**Run 1: metal layers overlaid**

Only two layers are drawn.
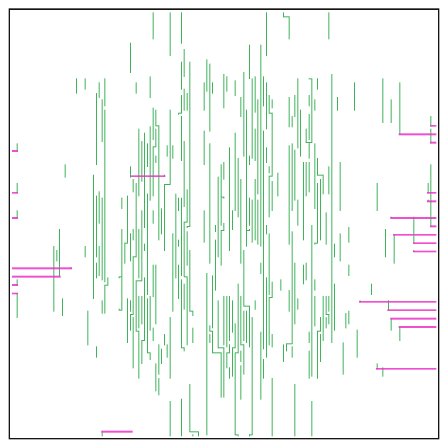
**Run 1: the metal 1 layer**

The bar under the picture is 20 um long. Supply wires on this layer in grey.
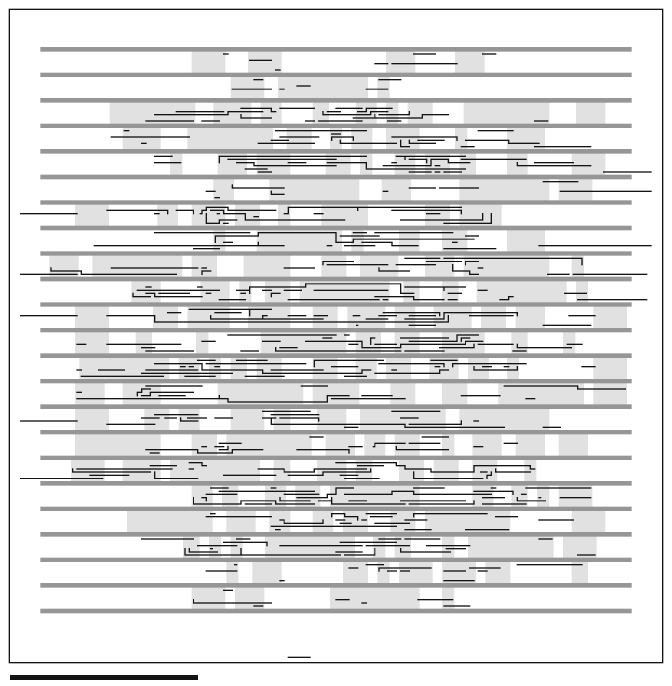
**Run 1: routing congestion**

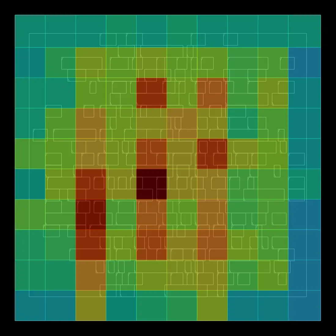
## src/rtl/lscnt_n.sv

```systemverilog
// ---------------------------------------------------------------------------
// lscnt_n -- parametrised loadable down counter with active-low borrow chain
//
// A WIDTH-bit counter with a captured reload register, optional auto-reload
// on underflow and a registered one-cycle terminal-count pulse. Stages
// cascade by wiring col_c_o of one instance into cil_i of the next; the
// borrow path has no register, so a chain resolves within one cycle.
//
// Optional feature (macro LSCNT_UPDN_EN): adds up_i to select counting
// up. With the macro undefined the counter is down-only and up_i is absent.
//
// Parameters
//   WIDTH        counter / reload word width (>= 2)
//   AUTO_RELOAD  1: on underflow/overflow load rv instead of wrapping
//
// Ports
//   clk_i    rising-edge clock
//   rstl_i   asynchronous active-low reset
//   ld_i     synchronous load strobe, highest priority
//   d_i      load data, copied to q and rv on ld_i
//   cil_i    active-low count enable / borrow in (0 = count this cycle)
//   up_i     count direction, 1 = up (LSCNT_UPDN_EN only)
//   q_o      counter value (registered)
//   ql_o     ~q_o (registered copy)
//   col_c_o  active-low borrow out (combinational)
//   tc_o     one-cycle terminal-count pulse (registered)
//   rv_o     reload register (registered)
// ---------------------------------------------------------------------------
module lscnt_n #(
    parameter int unsigned WIDTH       = 8,
    parameter bit          AUTO_RELOAD = 1'b0
) (
    input  logic             clk_i,
    input  logic             rstl_i,
    input  logic             ld_i,
    input  logic [WIDTH-1:0] d_i,
    input  logic             cil_i,
`ifdef LSCNT_UPDN_EN
    input  logic             up_i,
`endif
    output logic [WIDTH-1:0] q_o,
    output logic [WIDTH-1:0] ql_o,
    output logic             col_c_o,
    output logic             tc_o,
    output logic [WIDTH-1:0] rv_o
);

    localparam logic [WIDTH-1:0] ALL_ONES = {WIDTH{1'b1}};
    localparam logic [WIDTH-1:0] ALL_ZERO = {WIDTH{1'b0}};
    localparam logic [WIDTH-1:0] ONE      = WIDTH'(1);

    // Per-edge operation, decoded in priority order.
    typedef enum logic [1:0] {
        OP_HOLD = 2'd0,
        OP_LOAD = 2'd1,
        OP_STEP = 2'd2,
        OP_WRAP = 2'd3
    } op_e;

    // State registers and their next-state values.
    logic [WIDTH-1:0] q_q,  q_d;
    logic [WIDTH-1:0] ql_q, ql_d;
    logic [WIDTH-1:0] rv_q, rv_d;
    logic             tc_q, tc_d;

    // Decode helpers.
    logic             up_c;
    logic             term_c;
    logic [WIDTH-1:0] step_val_c;
    logic [WIDTH-1:0] wrap_val_c;
    op_e              op_c;

    // Direction select; the default build counts down only.
`ifdef LSCNT_UPDN_EN
    assign up_c = up_i;
`else
    assign up_c = 1'b0;
`endif

    // Terminal value is the one whose next step borrows (down) or carries (up).
    always_comb begin
        term_c     = 1'b0;
        step_val_c = q_q;
        wrap_val_c = ALL_ONES;
        if (up_c) begin
            term_c     = (q_q == ALL_ONES);
            step_val_c = q_q + ONE;
            wrap_val_c = ALL_ZERO;
        end else begin
            term_c     = (q_q == ALL_ZERO);
            step_val_c = q_q - ONE;
            wrap_val_c = ALL_ONES;
        end
    end

    // Borrow out: low only when enabled and sitting on the terminal value.
    // Load does not gate it, so a chain stays combinational end to end.
    assign col_c_o = cil_i | ~term_c;

    // Operation decode: load beats count, count beats hold.
    always_comb begin
        op_c = OP_HOLD;
        if (ld_i) begin
            op_c = OP_LOAD;
        end else if (!cil_i) begin
            op_c = term_c ? OP_WRAP : OP_STEP;
        end
    end

    // Next-state logic; tc defaults low so it only ever lasts one cycle.
    always_comb begin
        q_d  = q_q;
        rv_d = rv_q;
        tc_d = 1'b0;
        unique case (op_c)
            OP_LOAD: begin
                q_d  = d_i;
                rv_d = d_i;
            end
            OP_STEP: begin
                q_d = step_val_c;
            end
            OP_WRAP: begin
                tc_d = 1'b1;
                q_d  = AUTO_RELOAD ? rv_q : wrap_val_c;
            end
            default: begin
                q_d = q_q;
            end
        endcase
        ql_d = ~q_d;
    end

    // State register; ql is kept as its own flop so the output is registered.
    always_ff @(posedge clk_i or negedge rstl_i) begin
        if (!rstl_i) begin
            q_q  <= ALL_ZERO;
            ql_q <= ALL_ONES;
            rv_q <= ALL_ZERO;
            tc_q <= 1'b0;
        end else begin
            q_q  <= q_d;
            ql_q <= ql_d;
            rv_q <= rv_d;
            tc_q <= tc_d;
        end
    end

    assign q_o  = q_q;
    assign ql_o = ql_q;
    assign rv_o = rv_q;
    assign tc_o = tc_q;

endmodule

```

## config.mk

```make
export PLATFORM = sky130hd
export DESIGN_NAME = lscnt_n
export DESIGN_NICKNAME = d
export VERILOG_FILES = /design/src/rtl/lscnt_n.sv
export SDC_FILE = /design/constraint.sdc
export NUM_CORES = 1
export LEC_CHECK = 0
export CELL_PAD_IN_SITES_DETAIL_PLACEMENT = 1
export CELL_PAD_IN_SITES_GLOBAL_PLACEMENT = 1
export CORE_MARGIN = 3
export CORE_UTILIZATION = 31
export CTS_CLUSTER_DIAMETER = 120
export CTS_CLUSTER_SIZE = 8
export DETAILED_ROUTE_END_ITERATION = 8
export GPL_ROUTABILITY_DRIVEN = 1
export PLACE_DENSITY = 0.73
export RECOVER_POWER = 100
export SLEW_MARGIN = 40
export SYNTH_ARGS = -nofsm -noshare
export SYNTH_HDL_FRONTEND = slang
export SYNTH_SLANG_ARGS = --single-unit
```

## constraint.sdc

```tcl
create_clock -name clk_i -period 2.11 [get_ports clk_i]
set_clock_uncertainty 0.2 [all_clocks]
set_input_delay 0.5275 -clock clk_i [delete_from_list [all_inputs] [get_ports clk_i]]
set_output_delay 0.5275 -clock clk_i [all_outputs]
set_load 0.02 [all_outputs]
```

==> design notes, run 1 <==
The run finished, with violations left. The final reports fail on setup timing. Per the GRT congestion report, total overflow comes to 0.

The initial antenna violation count was 0. The average footprint of a synthesized cell was 10.6 sq um; the synthesized netlist net count was 132. The placement summary gives the final routability congestion estimate as 0.735. Per the OpenROAD floorplan log, the area of the die is 4830 sq um.

The tools report the number of iterations in the first detailed-routing pass as 4. The number of violations reported at the end of detailed-routing iteration 0 is 31, and the sum of internal, switching and leakage power is 0.00130 W. Yosys reported that registers with async set or reset make up 100%. The average via count per standard cell is 5.17.

The final critical-path setup slack was -0.372 ns; the number of nets in the finished design was 192. Power spread over the standard cell area amounts to 702 nW/um^2. STA classifies the critical path startpoint as a flop. Checking max transition, the worst relative margin is 58.1%. The leakage power in the latest report is 0.777 nW.

Of the available clock period, the critical path in the final layout requires 118%. The floorplan step defined a core boundary enclosing 3770 sq um. In this run the worst path has a maximum fanout of 2.

The final layout reports a setup TNS of -0.464 ns. The synthesized netlist contains 42 unique library cells. Post-synth the commonest register cell is dfrtp_1.

Counting endpoints that fail hold in the final report gives 0. Setup repair after global routing could not meet its margin everywhere. Final hold analysis gives a worst-case slack of 0.317 ns. TritonCTS built the clock tree. The tool warning count is 30, and the H-tree level count is 1. The number of placement rows is 22, and the summed instance area of the synthesized netlist is 1250 sq um. Per the post-synthesis report, the number of cells in the design is 118. The layout report lists the multi-input gate area as 578 sq um. The final antenna diode tally reported by the flow is 0. The number of nets with antenna violations after detailed routing is 0. Counting the fill cells in the layout gives 420.

STA classifies the critical path endpoint as an output pin. The sequential standard cell area is 641 sq um. Leaving out fill and tap cells, the most frequent cell in the layout is buf_4. The required time at the worst-slack endpoint was 1.38 ns; the cell area after layout was 1860 sq um. Clock tree synthesis found a total of 25 sinks. The share of the synthesized area in the top cell type is 34.1%.

In the layout the commonest cells are 21 x buf_4, 18 x clkdlybuf4s50_1, 13 x dfrtp_1. The critical path arrival was 1.75 ns. The share of cells above drive strength 1 came out at 32.2%.

The number of global-route vias before repair is 1246. Post-detailed-placement half-perimeter wirelength: 2620 um. The number of buffers created by CTS was 3; the DRC violations left was 0. Entering global routing, the biggest net connects 26 pins. The vertical die dimension reported for this design is 69.5 um. The share of the Yosys chip area taken by registers is 50.9%.

Synthesis inferred 25 register bits. Sorting the synthesized cells by area gives the leading types as dfrtp_1 34%, dfstp_2 17%, mux2_2 3.6%. Counting flops with a built-in enable in the synthesized netlist gives 0.

The maximum VDD drop is 0.289 mV, and the post-layout minimum cycle time is 2.48 ns. For this design, Yosys synthesis ends with a cell count of 118. The count of pins over their slew limit was 0.

The first global-routing pass estimated 6090 um of wire. The type of the worst setup path is flop to output pin. The run reported a max-capacitance violation count of 0. The synthesis area per yosys is 1250 sq um. The largest area contributor in the synthesized netlist is dfrtp_1. The maximum frequency from static timing analysis is 0.403 GHz, and the number of warnings printed during yosys synthesis is 0. The flow measured a signed area growth from synthesis to layout of 48.7%. The horizontal die dimension reported for this design is 69.5 um.

The last timing report of the flow puts the setup violation total at 3. The skew report gives the latency at the later pin of the worst-skew pair as 0.27 ns. Pin placement for this block handled 38 I/O pins. Counting along the longest clock path gives a buffer depth of 2. On the worst setup and hold paths after CTS, the clock-pin slew comes to 0.09 ns. The number of buffers added on ports came out at 37. The actual transition at the worst max-transition pin works out to 0.629 ns. The initial standard-cell utilization of the core came out at 33.1%. Summing all placed instances gives a cell area of 1810 sq um.

The worst min-delay path class was flop to flop. Clock tree synthesis selected as its root buffer the cell clkbuf_8.
Notes on 'metal layers overlaid' above:
[met2] green | wire length: 1830 um
[met3] magenta | wire length: 105 um
overall fraction of global-route tracks in use: 15.2%
post-DR wirelength/cell: 16.4 um
via count of the routed design: 1164
WL final: 3680 um

Notes on 'the metal 1 layer' above:
nets with wire on the layer: 176
longest straight run: 31.3 um

Notes on 'routing congestion' above:
met3 Usage GRT: 1.45%
met2 demand-to-capacity share in global routing: 26.7%
busiest metal layer after global routing: met2
Core Util, Final: 49.2%
global routing met1 resource utilization: 19.3%

-- run 1: through the flow --
step	cells	setup WS, ns
after CTS	224	-0.408
after global routing	225	-0.423
after floorplan	118	-0.0625
after detailed placement	216	-0.577
after global placement	216	-0.555
final	225	-0.372
-- run 1: per-layer routing --
layer / GRT usage, % / part of all wire, % / up-vias
li1: - / - / 548
met1: 19.3 / 46 / 590
met2: 26.7 / 50 / 24
met3: 1.45 / 2.8 / 2
met4: 5.21 / 1.1 / 0
met5: 0 / 0 / -
-- run 1: what timing repair did --
action / 4_1_cts / 5_1_grt
setup buffers: 4 / 1
gates resized: 22 / 5
pin swaps: 2 / 2
endpoints found under the setup margin: 13 / 6
hold buffers: 0 / 0
endpoints found under the hold margin: 0 / 0
-- run 1: worst paths after layout --
| kind | slack, ns | start | depth (start not counted) | endpoint |
|---|---|---|---|---|
| setup / recovery | -0.37 | flop | 5 | col_c_o |
| hold / removal | 0.32 | rv_o[6] | 1 | rv_o[6] |
| setup reg to reg | 0.11 | flop | 7 | flop |
| hold reg to reg | 0.32 | rv_o[6] | 1 | rv_o[6] |
| max in group asynchronous | 0.66 | rstl_i | 2 | async pin |
| min in group asynchronous | 0.59 | rstl_i | 2 | rv_o[0] |
-- run 1: Yosys cell counts (2+ instances only) --
cell / number
or2_2: 2
o21ai_0: 5
dfrtp_1: 17
ha_1: 2
inv_1: 7
nand2b_1: 2
o31ai_1: 2
nor4_1: 3
a31o_2: 2
dfstp_2: 8
o211a_1: 2
nor2b_1: 6
or3_1: 2
nor2_1: 6
buf_2: 2
mux2_2: 4
o211ai_1: 2
nor3b_1: 2
o21a_1: 2
nand2_1: 6
a21oi_1: 6
clkbuf_1: 5
o31a_1: 4
-- run 1: worst max-delay path: stages (launching register included) --
cell     delay [ns]
dfrtp_2        0.42
inv_2          0.08
ha_4           0.13
or3b_4         0.37
or3_4          0.34
buf_6          0.14
-- run 1: cell families after synthesis --
logic type,Yosys count,synth area share [%]
and+or+nand+nor,39,19.5
AOI/OAI and AO/OA,34,19.5
DFF,25,50.9
buffers and inverters,14,4.41
muxes,4,3.61
adders and majority gates,2,2.00
-- run 1: report_power, final --
part	total (W)	leakage [nW]	switching, W	internal, W
Sequential	0.000571	0.285	0.0000244	0.000547
Clock	0.000290	0.0228	0.000155	0.000135
Combinational	0.000443	0.470	0.000244	0.000199
-- run 1: final cells by class --
cell class / count / share of cell area [%]
Clock buffer: 4 / 2.43
Inverter: 7 / 1.42
Multi-Input combinational cell: 79 / 31.1
Sequential cell: 25 / 34.5
Tap cell: 48 / 3.23
Timing Repair Buffer: 62 / 27.3
**Run 1: wires at chosen ports, followed through buffers**

The bar under the picture is 20 um long.
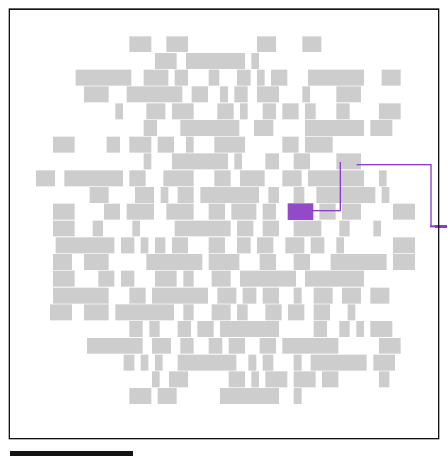

## Run 2: what changed since run 1
Settings changed: CTS_BUF_LIST from default to sky130_fd_sc_hd__clkbuf_16, MAX_ROUTING_LAYER from default to met4.
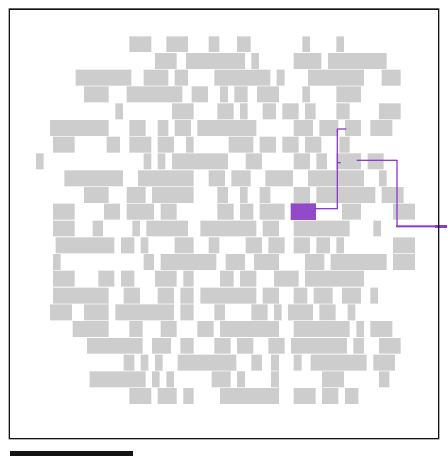
**Above:** run 2 (wires at chosen ports, followed through buffers).
The bar under the picture is 20 um long.
[`col_c_o`] purple | bits: 1 | direction: output | edge: right | end cells: 1 | buffers: 1 | wire: 41.9 um

==> design notes, run 2 <==
The tools report the final-report hold violation count as 0 (unchanged). The tools report the portion of total power attributed to sequential cells as 38.3% (-5.5 points). Flop and latch count out of synthesis: 25 (unchanged). The internal power was 0.00102 W (+16%).

In the post-synthesis netlist, the biggest area contributors are dfrtp_1 34%, dfstp_2 17%, mux2_2 3.6%. For the yosys cell count, the log shows 118 (unchanged). The tools report the reported net switching power as 0.000475 W (+12%).

The post-detailed-placement half-perimeter wirelength is 2620 um (unchanged). TritonCTS built the clock tree. The number of standard cells in the final layout excluding fillers was 234 (+4.0%); the combinational share of power was 33.3% (-0.6 points). The run gives 0 (unchanged) as the DRC violations left. The total inserted antenna cells is 0 (unchanged).

The post-layout period usage of the worst path was 118% (+0.63 points). Number of buffers on the longest clock path: 2 (unchanged). The library cell used as clock root buffer is clkbuf_16. STA classifies the critical path endpoint as an output pin. The number of buffers added on ports was 37 (unchanged); the clock network fraction of design power was 28.4% (+6.2 points). The number of iterations in the first detailed-routing pass was 4 (unchanged).

The number of violations reported at the end of detailed-routing iteration 0 was 81 (+160%); the number of buffers created by CTS was 3 (unchanged). The actual transition at the worst max-transition pin works out to 0.692 ns (+0.0636 ns). Setup repair after global routing could not meet its margin everywhere. The run gives 2 (unchanged) for the maximum fanout encountered on the critical timing path.

The H-tree level count is 1 (unchanged), and the post-CTS clock slew at the launch and capture registers of the worst setup and hold paths is 0.06 ns (-0.03 ns). The placed standard-cell area is 1810 sq um (unchanged). The logs give 118 (unchanged) for the number of standard cells after synthesis and 412 (-1.9%) for the fill cell total of the finished layout. For the slack of the worst reg-to-reg path, the log shows 0.05 ns (-0.06 ns). The logs give 0.744 (+1.2%) for the routability congestion estimate and 1250 sq um (unchanged) for the synthesis area per yosys. With the via count of the routed design at 1264 (+8.6%), the overall routed net length is 4580 um (+24%). The tools report the final hold slack as 0.305 ns (-0.0118 ns). The run gives 1 (unchanged) for the number of instances on the worst hold path. The most critical min-delay path falls under flop to flop.

The total grt overflow is 0 (unchanged). Ranking logic cells in the layout by count gives the top entries 25 x buf_4, 13 x dfrtp_1, 13 x clkdlybuf4s50_1. The origin of the worst min-delay path is rv_o[4]. Post-synthesis sequential area ratio: 50.9% (unchanged). The x dimension of the die works out to 69.5 um (unchanged).

The synthesized netlist net count is 132 (unchanged), and the global-route wire length before repair is 7190 um (+18%). The total placed cells including tap cells was 216 (unchanged). The post-layout minimum cycle time works out to 2.50 ns (+0.0133 ns). The run gives 0.41 ns (about the same) for the largest incremental delay on the critical path. Tally of unique sky130hd cells used after synthesis: 42 (unchanged). The summed instance area of the synthesized netlist was 1250 sq um (unchanged). With the critical path arrival at 1.77 ns (+0.02 ns), the number of global-route vias before repair is 1366 (+9.6%). The run gives -0.577 ns (unchanged) as the placement-stage worst setup slack. In the hold report, the worst path ends at rv_o[4]. For the cell area after layout, the log shows 1990 sq um (+6.9%). The run finished, with violations left. The area added between synthesis and finish was 59.0%; the maximum frequency from static timing analysis was 0.401 GHz (-0.53%).

The global-route usage over all layers came out at 19.3% (+4.1 points). The maximum VDD drop came out at 0.298 mV (+3.3%). STA classifies the critical path startpoint as a flop. The number of nets in the finished design was 201 (+4.7%); the later-pin clock latency in the skew report was 0.26 ns (about the same).

The average via count per standard cell works out to 5.40 (+4.4%). Count of pins over their slew limit: 0 (unchanged). Overall chip area: 4830 sq um (unchanged). The switching share of power works out to 31.7% (-0.74 points).

Traced cell by cell, the critical path runs through inv_2 -> ha_4 -> or3b_4 -> or3_4 -> buf_6. Number of top-level pins: 38 (unchanged). The tally of max-capacitance violations is 0 (unchanged). The number of synthesized flops with an enable pin was 0 (unchanged). With the initial standard-cell utilization of the core at 33.1% (unchanged), the final-report setup violation count is 4 (+1).

The tool warning count came out at 30 (unchanged). The tools report the required time at the worst-slack endpoint as 1.38 ns (about the same). The checks that failed: setup timing.

The run gives -0.386 ns (-0.0133 ns) for the final critical-path setup slack. The commonest cells after synthesis are 17 x dfrtp_1, 8 x dfstp_2, 7 x inv_1. The synthesis report names the predominant flop master as dfrtp_1.
## run 2: cell count changes in the layout (fill, tap and decap cells not counted), moves of 3 or more
cell             before  now
clkdlybuf4s50_1      18   13
dlygate4sd3_1         2    8
clkbuf_16             0    3
clkbuf_8              3    0
buf_6                 1    4
dlygate4sd2_1        12    6
clkbuf_1              7   11
buf_4                21   25
## run 2: area by class of cell
class / instances / share of cell area, %
Clock buffer: 3 / 3.78
Clock inverter: 1 / 0.189
Inverter: 7 / 1.32
Multi-Input combinational cell: 79 / 31.4
Sequential cell: 25 / 32.3
Tap cell: 48 / 3.02
Timing Repair Buffer: 71 / 28.0
## run 2: per-layer routing
layer,up-vias,share of wire (%),track usage [%]
li1,571,-,-
met1,645,43,23.5
met2,37,51,32.4
met3,11,3.7,2.46
met4,0,3.0,7.81
met5,-,0,-
## run 2: repair_timing
action	4_1_cts	5_1_grt
cloned	0	0
setup buffers	10	10
pin swaps	4	4
resized	26	15
hold endpoints to repair	0	0
setup endpoints to repair	7	18
## run 2: how the worst max path moves through the flow
stage,cells past startpoint,from,endpoint
2_1_floorplan,2,flop,col_c_o
3_3_place_gp,3,cil_i,col_c_o
3_5_place_dp,3,cil_i,col_c_o
4_1_cts,5,flop,col_c_o
5_1_grt,5,flop,col_c_o
6_report,5,flop,col_c_o
## run 2: cells by family after synthesis
| kind of cell | share of synthesized area [%] |
|---|---|
| AOI/OAI and AO/OA | 19.5 |
| and+or+nand+nor | 19.5 |
| muxes | 3.61 |
| buffers and inverters | 4.41 |
| adders and majority gates | 2.00 |
| DFF | 50.9 |
## run 2: power groups by stage
stage / clock network [W] / registers [W] / logic, W
6_report: 0.000426 / 0.000574 / 0.000499
5_1_grt: 0.000453 / 0.000580 / 0.000537
4_1_cts: 0.000425 / 0.000573 / 0.000508
3_5_place_dp: 0 / 0.000579 / 0.000455
3_3_place_gp: 0 / 0.000575 / 0.000442
2_1_floorplan: 0 / 0.000667 / 0.000134
## run 2: through the flow
stage          TNS (ns)  utilization, %
2_1_floorplan   -0.0625               -
3_3_place_gp      -1.32            47.9
3_5_place_dp      -1.56            47.9
4_1_cts          -0.785            53.4
5_1_grt          -0.997            52.7
6_report         -0.573            52.7
## run 2: worst reg2reg max path, delay by kind of cell (launching register included)
family | cells | cell delay, ns
and+or+nand+nor | 1 | 0.58
DFF | 1 | 0.41
buffers and inverters | 2 | 0.27
AOI/OAI and AO/OA | 2 | 0.47
**Run 2: the metal 1 layer**

The bar under the picture is 20 um long. Supply wires on this layer in grey.
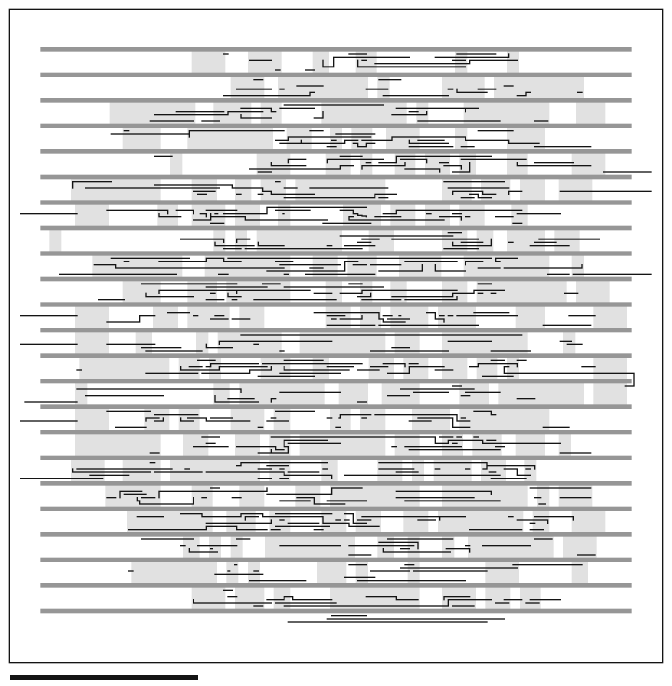

## Run 3: what changed since run 2
==> constraint.sdc (replaced) <==
create_clock -name clk_i -period 2.11 [get_ports clk_i]
set_clock_uncertainty 0.2 [all_clocks]
set_input_delay 0.422 -clock clk_i [delete_from_list [all_inputs] [get_ports clk_i]]
set_output_delay 0.422 -clock clk_i [all_outputs]
set_load 0.02 [all_outputs]
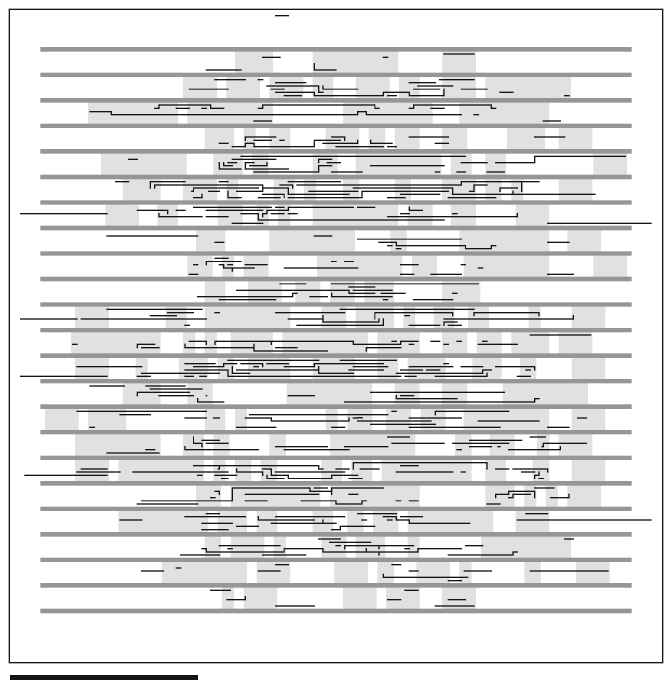
**Above:** run 3 (the metal 1 layer).
The bar under the picture is 20 um long. Supply wires on this layer in grey.
main direction: horizontal
wire length on this layer: 1640 um
longest straight run: 26.2 um
nets with wire on the layer: 163
share of all routed wire: 45%
WL final: 3640 um
global routing met1 resource utilization: 21.0%
via count of the routed design: 1136

==> design notes, run 3 <==
The run gives 25 (unchanged) for the flop and latch count out of synthesis. The required time at the worst-slack endpoint was 1.49 ns (+0.11 ns). After detailed routing, the average wire length per cell comes to 16.5 um.

The dominant cell by count in the synthesized netlist was dfrtp_1. Hold analysis lists the worst path endpoint as rv_o[5]. The largest incremental delay on the critical path is 0.41 ns (about the same). The y dimension of the die was 69.5 um. The launch point of the worst min-delay path is recorded as rv_o[5].

The worst setup path is captured at an output pin. The average via count per standard cell came out at 5.16 (-4.4%). The library cells used most frequently in the layout, excluding fill and tap cells, are 20 x clkdlybuf4s50_1, 15 x dfrtp_1, 15 x dlygate4sd3_1.

The run gives 2680 um (+2.5%) for the post-detailed-placement half-perimeter wirelength. The yosys cell count is 118 (unchanged). Setup repair after global routing could not meet its margin everywhere. After synthesis, the share of flip-flops with an asynchronous set or reset is 100%. The post-CTS hold buffer count recorded in the log is 0.

The run finished, with violations left. The final critical-path setup slack is -0.253 ns (+0.133 ns), and the headroom to the max-slew limit is 57.3%. The power density relative to cell area was 757 nW/um^2. The H-tree level count came out at 1 (unchanged). The share of synthesized area in the top cell type comes to 34.1%. Per the OpenROAD power report, leakage power amounts to 0.775 nW. The run gives 49.9% (-2.8 points) as the share of the core filled with cells in the final layout.

The commonest register cell is dfrtp_1. The number of nets with antenna violations after detailed routing is 0, and the synthesized netlist net count is 132 (unchanged). The tools report the category of the worst setup path launch point as a flop. The simple logic cell fraction of the synthesized area was 19.5% (unchanged); the share of cells above drive strength 1 was 29.7%. Traced cell by cell, the critical path runs through inv_2 -> ha_4 -> or3b_4 -> or3_4 -> buf_6. The later-pin clock latency in the skew report is 0.25 ns (about the same). Largest family of logic cells by area: simple AND/OR/NAND/NOR gates.

Number of cells on the worst reg-to-reg path: 7. The tally of unique sky130hd cells used after synthesis was 42 (unchanged). The actual transition at the worst max-transition pin was 0.641 ns (-0.0514 ns).

Critical-path cell with the highest stage delay: dfrtp_2. Ranked by instance count, the synthesized netlist is headed by 17 x dfrtp_1, 8 x dfstp_2, 7 x inv_1. Worst min-delay path class: flop to flop.

The run gives 0 (unchanged) as the tally of max-capacitance violations. The xor and xnor area share after synthesis is 0% (unchanged). Number of buffers added on ports: 37 (unchanged). The post-layout period usage of the worst path works out to 112% (-6.3 points). The x dimension of the die is 69.5 um (unchanged). The area fraction in full adders, half adders and majority gates is 2.00% (unchanged), and the post-CTS clock slew at the launch and capture registers of the worst setup and hold paths is 0.06 ns (about the same).

Post-synthesis sequential area ratio: 50.9% (unchanged). The checks that failed: setup timing. The overall chip area was 4830 sq um (unchanged); the global-route wire length before repair was 6430 um (-11%). The count of pins over their slew limit came out at 0 (unchanged). In this run the critical register-to-register path is captured at ql_o[4].

The run gives 118 (unchanged) as the number of standard cells after synthesis. With the slack of the worst reg-to-reg path at 0.17 ns (+0.12 ns), the number of warnings printed during yosys synthesis is 0. The run gives 40 (-51%) for the number of violations reported at the end of detailed-routing iteration 0. Summed over all instances, the cell type with the most area after synthesis is dfrtp_1. The routability congestion estimate was 0.850 (+14%); the area share of and-or/or-and cells after synthesis was 19.5% (unchanged). For the number of nets in the finished design, the log shows 187 (-7.0%). In this run the clock root is driven by a clkbuf_16. Compared with the post-synthesis result, the final layout area differs by 50.6%.

With the initial antenna violation count at 0, the post-layout minimum cycle time is 2.36 ns (-0.133 ns). The maximum frequency from static timing analysis was 0.423 GHz (+5.6%). The final hold slack was 0.301 ns (-0.00436 ns).

The number of global-route vias before repair came out at 1292 (-5.4%). Multiplexer share of the synthesized area: 3.61% (unchanged). The tools report the global-route usage over all layers as 16.9% (-2.5 points).

The number of iterations in the first detailed-routing pass came out at 4 (unchanged). The number of instances on the worst hold path is 1 (unchanged). Clock tree synthesis found a total of 25 sinks. The critical path arrival came out at 1.74 ns (-0.03 ns). The initial standard-cell utilization of the core is 33.1% (unchanged). Final-report setup violation count: 8 (+4).

In the post-synthesis netlist, the biggest area contributors are dfrtp_1 34%, dfstp_2 17%, mux2_2 3.6%. According to the floorplan log, the row count is 22. With the maximum fanout encountered on the critical timing path at 3 (+1), the final-report hold violation count is 0 (unchanged).

The run gives 2 (unchanged) as the number of buffers on the longest clock path. The total grt overflow is 0 (unchanged). Number of top-level pins: 38 (unchanged).

The summed instance area of the synthesized netlist was 1250 sq um (unchanged); the synthesis area per yosys was 1250 sq um (unchanged). The worst setup path is of the flop to output pin kind. With the number of synthesized flops with an enable pin at 0 (unchanged), the maximum VDD drop is 0.364 mV (+22%).

The DRC violations left was 0 (unchanged). The tool warning count was 29 (-3.3%); the number of buffers created by CTS was 3 (unchanged). The total inserted antenna cells is 0 (unchanged), and the fill cell total of the finished layout is 419 (+1.7%). After synthesis, the mean cell area works out to 10.6 sq um. TritonCTS built the clock tree.
==> run 3: logic make-up after synthesis <==
group | Yosys count
muxes | 4
DFF | 25
and+or+nand+nor | 39
adders and majority gates | 2
AOI/OAI and AO/OA | 34
buffers and inverters | 14
==> run 3: worst max-delay path by stage <==
stage / startpoint / endpoint / slack (ns) / cells past startpoint
after floorplan: flop / col_c_o / 0.0009 / 2
after CTS: flop / col_c_o / -0.25 / 5
after global placement: flop / col_c_o / -0.37 / 5
final: flop / col_c_o / -0.25 / 5
after detailed placement: flop / col_c_o / -0.41 / 5
after global routing: flop / col_c_o / -0.30 / 5
==> run 3: area by class of cell <==
| class | count | area (sq um) | area share (%) |
|---|---|---|---|
| sequential | 25 | 638 | 33.9 |
| multi-input combinational | 79 | 578 | 30.7 |
| timing repair buffer | 57 | 499 | 26.5 |
| clock buffer | 3 | 75.1 | 3.99 |
| tap | 48 | 60.1 | 3.19 |
| inverter | 7 | 26.3 | 1.40 |
| clock inverter | 1 | 3.75 | 0.200 |
==> run 3: stage by stage <==
step	instances	TNS, ns	setup WS (ns)	total power, W	cell area (sq um)
detailed placement	215	-0.471	-0.406	0.00103	1800
global route	220	-1.98	-0.301	0.00151	1880
floorplan	118	0	0.000856	0.000799	1250
CTS	220	-0.248	-0.248	0.00146	1900
finish	220	-0.667	-0.253	0.00142	1880
global placement	215	-0.368	-0.368	0.00101	1800
==> run 3: per-layer routing <==
metal / wire (um) / vias up / global-route usage, %
met5: 0 / - / -
met4: 57 / 0 / 7.38
li1: - / 536 / -
met2: 1810 / 27 / 27.3
met1: 1640 / 569 / 21.0
met3: 127 / 4 / 2.32
==> run 3: what timing repair did <==
| action | in CTS | in global routing |
|---|---|---|
| resized | 11 | 2 |
| cloned | 0 | 0 |
| endpoints found under the setup margin | 1 | 5 |
| buffers inserted | 1 | 0 |
| pin swaps | 0 | 0 |
==> run 3: critical path: cells and delay by family, from the launching register on <==
kind                       cells  cell delay [ns]
adders and majority gates      1             0.13
and+or+nand+nor                2             0.71
DFF                            1             0.41
buffers and inverters          2             0.23
==> run 3: where the power goes <==
part           leakage [nW]  internal [W]  switching, W  total (W)
sequential            0.287      0.000546     0.0000259   0.000572
combinational         0.447      0.000205      0.000239   0.000444
clock                0.0423      0.000253      0.000154   0.000407
Power and IR drop assume default switching activity.
